===== src/rtl/vedic_pkg.sv =====
// Shared widths, pipeline stage records and carry-lookahead helpers for the
// 8x8 Vedic multiplier.
package vedic_pkg;
  localparam int OPW   = 8;
  localparam int HALF  = 4;
  localparam int PRODW = 16;
  localparam int MIDW  = 9;

  typedef struct packed {
    logic            v;
    logic [OPW-1:0]  ll;
    logic [OPW-1:0]  lh;
    logic [OPW-1:0]  hl;
    logic [OPW-1:0]  hh;
  } s1_t;

  typedef struct packed {
    logic            v;
    logic [MIDW-1:0] mid;
    logic [OPW-1:0]  ll;
    logic [OPW-1:0]  hh;
  } s2_t;

  typedef struct packed {
    logic             v;
    logic [PRODW-1:0] prod;
  } s3_t;

  // 4-bit carry-lookahead slice: returns {cout, sum}.
  function automatic logic [4:0] cla4(input logic [3:0] x, input logic [3:0] y,
                                      input logic ci);
    logic [3:0] g, p;
    logic [4:0] c;
    g    = x & y;
    p    = x ^ y;
    c[0] = ci;
    c[1] = g[0] | (p[0] & ci);
    c[2] = g[1] | (p[1] & g[0]) | (p[1] & p[0] & ci);
    c[3] = g[2] | (p[2] & g[1]) | (p[2] & p[1] & g[0]) | (p[2] & p[1] & p[0] & ci);
    c[4] = g[3] | (p[3] & g[2]) | (p[3] & p[2] & g[1]) | (p[3] & p[2] & p[1] & g[0])
         | (p[3] & p[2] & p[1] & p[0] & ci);
    return {c[4], p ^ c[3:0]};
  endfunction

  // 16-bit sum from four chained slices; the final carry is dropped since
  // the product never overflows 16 bits.
  function automatic logic [PRODW-1:0] cla16(input logic [PRODW-1:0] x,
                                             input logic [PRODW-1:0] y);
    logic [4:0]       s;
    logic             c;
    logic [PRODW-1:0] sum;
    c   = 1'b0;
    sum = '0;
    for (int k = 0; k < PRODW/4; k++) begin
      s            = cla4(x[4*k +: 4], y[4*k +: 4], c);
      sum[4*k +: 4] = s[3:0];
      c            = s[4];
    end
    return sum;
  endfunction
endpackage


===== src/rtl/vedic_mult4.sv =====
// 4x4 combinational Urdhva-Tiryagbhyam multiplier: column-wise vertical and
// crosswise bit products with the column carry rippled into the next column.
module vedic_mult4 (
  input  logic [3:0] a,
  input  logic [3:0] b,
  output logic [7:0] p
);
  logic [2:0] col;
  logic [2:0] carry;

  always_comb begin
    col   = '0;
    carry = '0;
    p     = '0;
    for (int k = 0; k < 7; k++) begin
      col = carry;
      for (int i = 0; i < 4; i++)
        for (int j = 0; j < 4; j++)
          if (i + j == k) col = col + {2'b00, a[i] & b[j]};
      p[k]  = col[0];
      carry = {1'b0, col[2:1]};
    end
    p[7] = carry[0];
  end
endmodule


===== src/rtl/vedic_mult8_pipe.sv =====
// 3-stage pipelined 8x8 Vedic multiplier with valid/ready flow control and a
// delivered-product counter.
module vedic_mult8_pipe
  import vedic_pkg::*;
#(
  parameter int CNT_W = 16
) (
  input  logic             clk,
  input  logic             rst,
  input  logic [OPW-1:0]   a,
  input  logic [OPW-1:0]   b,
  input  logic             in_valid,
  output logic             in_ready,
  output logic [PRODW-1:0] prod,
  output logic             out_valid,
  input  logic             out_ready,
  output logic [CNT_W-1:0] prod_cnt
);
  logic [3:0][OPW-1:0] pp;
  logic [3:1]          rdy;
  logic [4:0]          mid_lo, mid_hi;
  logic [PRODW-1:0]    prod_nxt;
  s1_t                 s1;
  s2_t                 s2;
  s3_t                 s3;

  // pp index = {b half, a half}: 0=ll, 1=hl, 2=lh, 3=hh
  for (genvar g = 0; g < 4; g++) begin : g_pp
    vedic_mult4 u_m4 (
      .a (a[HALF*(g%2) +: HALF]),
      .b (b[HALF*(g/2) +: HALF]),
      .p (pp[g])
    );
  end

  assign rdy[3]   = !s3.v || out_ready;
  assign rdy[2]   = !s2.v || rdy[3];
  assign rdy[1]   = !s1.v || rdy[2];
  assign in_ready = rdy[1] || rst;

  assign mid_lo   = cla4(s1.lh[3:0], s1.hl[3:0], 1'b0);
  assign mid_hi   = cla4(s1.lh[7:4], s1.hl[7:4], mid_lo[4]);
  assign prod_nxt = cla16({s2.hh, s2.ll}, {3'b000, s2.mid, 4'b0000});

  always_ff @(posedge clk) begin
    if (rst) begin
      s1       <= '0;
      s2       <= '0;
      s3       <= '0;
      prod_cnt <= '0;
    end else begin
      if (rdy[1]) s1 <= '{v: in_valid, ll: pp[0], lh: pp[2], hl: pp[1], hh: pp[3]};
      if (rdy[2]) s2 <= '{v: s1.v, mid: {mid_hi, mid_lo[3:0]}, ll: s1.ll, hh: s1.hh};
      if (rdy[3]) s3 <= '{v: s2.v, prod: prod_nxt};
      if (s3.v && out_ready) prod_cnt <= prod_cnt + 1'b1;
    end
  end

  assign prod      = s3.prod;
  assign out_valid = s3.v;
endmodule


===== config.mk =====
export PLATFORM = sky130hd
export DESIGN_NAME = vedic_mult8_pipe
export DESIGN_NICKNAME = d
export VERILOG_FILES = /design/src/rtl/vedic_pkg.sv /design/src/rtl/vedic_mult4.sv /design/src/rtl/vedic_mult8_pipe.sv
export SDC_FILE = /design/constraint.sdc
export NUM_CORES = 1
export LEC_CHECK = 0
export ABC_CLOCK_PERIOD_IN_PS = 5900
export CAP_MARGIN = 10
export CORE_ASPECT_RATIO = 1.4
export CORE_MARGIN = 1.5
export CORE_UTILIZATION = 35
export CTS_CLUSTER_SIZE = 10
export DETAILED_ROUTE_END_ITERATION = 16
export GPL_ROUTABILITY_DRIVEN = 0
export GPL_TIMING_DRIVEN = 1
export PLACE_DENSITY = 0.6
export SLEW_MARGIN = 30
export SYNTH_ARGS = -nofsm -noshare
export SYNTH_HDL_FRONTEND = slang
export SYNTH_SLANG_ARGS = --single-unit

===== constraint.sdc =====
create_clock -name clk -period 5.9 [get_ports clk]
set_input_delay 1.475 -clock clk [delete_from_list [all_inputs] [get_ports clk]]
set_output_delay 1.475 -clock clk [all_outputs]
set_load 0.01 [all_outputs]

==> results.cfg <==
; yosys + openroad results
[outcome]
status = complete, no violations

[sta]
post-route-period-util = 0.976
finalHoldViolCount = 0
maxSlewHeadroom = 0.416

[logic_synthesis]
syn_inst = 608
top_logic_kind = adder cells
synth_warnings = 0
synthAoiAreaFrac = 0.130
fa_ha_area_frac = 0.219
numSynthFlops = 92
ys_sh_simple = 0.209

[flow_run]
max_cap_viol_count = 0
warnings = 26

[route]
wl_met3_um = 345
highest_layer = met4
routed-wl-met2_um = 5850
first_pass_iters = 4

[pwr]
power.group.top = registers
p_clk_mw = 0.558

[die]
io-pin-count = 54

[clock_network]
cts_made_buffers = 9

[finish]
nets = 764
## synthesized netlist by cell type, types with 6 or more instances
library cell    n  share of area
clkbuf_1       13         0.0092
a211oi_1        9          0.013
xor2_1         10          0.016
nand3_1        13          0.012
nor3_1          6         0.0056
nor2_1         52          0.037
inv_1          44          0.031
ha_1           34          0.080
xnor2_1        11          0.018
dfxtp_1        92           0.35
nand2_1       133          0.094
a21oi_1        50          0.047
and2_1         24          0.028
a211oi_2       16          0.038
fa_1           37           0.14
## flip-flops by register name (all words and copies together), names as in the netlist
name and count:
out_valid 1, prod_nxt 4, s1 33, s2 22, prod_cnt 16, prod 16
## metrics by stage
stage / total power [mW] / setup TNS, ns / setup WS, ns / std cells / instance area, µm²
floorplan: 0.941 / 0 / 0.00582 / 608 / 5340
global placement: 1.05 / -6.00 / -0.666 / 854 / 6170
detailed placement: 1.06 / -7.67 / -0.815 / 854 / 6170
CTS: 1.63 / 0 / 0.0104 / 870 / 6460
global route: 1.71 / 0 / 0.00470 / 870 / 6500
finish: 1.61 / 0 / 0.141 / 870 / 6500
## final timing paths
kind              startpoint  endpoint  slack [ns]  cells past startpoint
setup / recovery        a[1]    s1[30]        0.14                     19
setup reg to reg       s2[1]  prod[13]        3.49                      8
hold reg to reg        s1[1]     s1[1]        0.45                      2
hold / removal         s1[1]     s1[1]        0.45                      2
## metal layers
layer,track usage,up-vias
li1,-,2115
met1,0.179,1914
met2,0.266,71
met3,0.0288,13
met4,0.0453,0
met5,0,-
## final cells by class
type	count	area, µm²
multi-input cells	445	3260
flip-flops and latches	92	1840
well taps	192	240
clock buffers	9	225
inverters	44	165
repair buffers	81	702
fillers	1506	8420
clock inverters	7	66.3
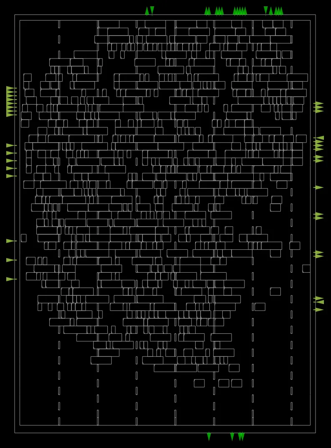
Fig. 1. Cell placement.
Seq area share: 0.283
std cell rows: 53

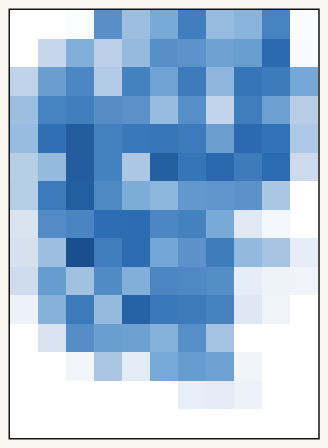
Fig. 2. Cell density map.
11 x 15 tiles, from white (low) to dark blue (high), 0 to 100% covered.
The mean over all tiles is 39%. The fullest tile reaches 88%. The densest ninth of the die: centre.
core box area: 14900 µm²
Layout Utilization: 0.436
Init Core Util: 0.357

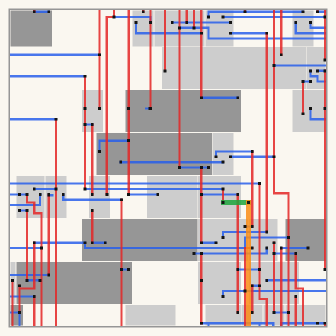
Fig. 3. Close-up of the layout.
Window x 70 to 90, y 102 to 122 µm. Cells in grey, sequential cells in the stronger grey; small squares are vias.
Red marks metal 2. Blue marks metal 1. Orange marks metal 4. Green marks metal 3.
Netlist names of flops here include prod_cnt (2). Most frequent: nor2_1 (5), dfxtp_1 (4), nand2_1 (3). Sequential cells in the window: 4. 27 logic cells have their middle in the window.

Power is estimated from default activity; no workload was simulated.
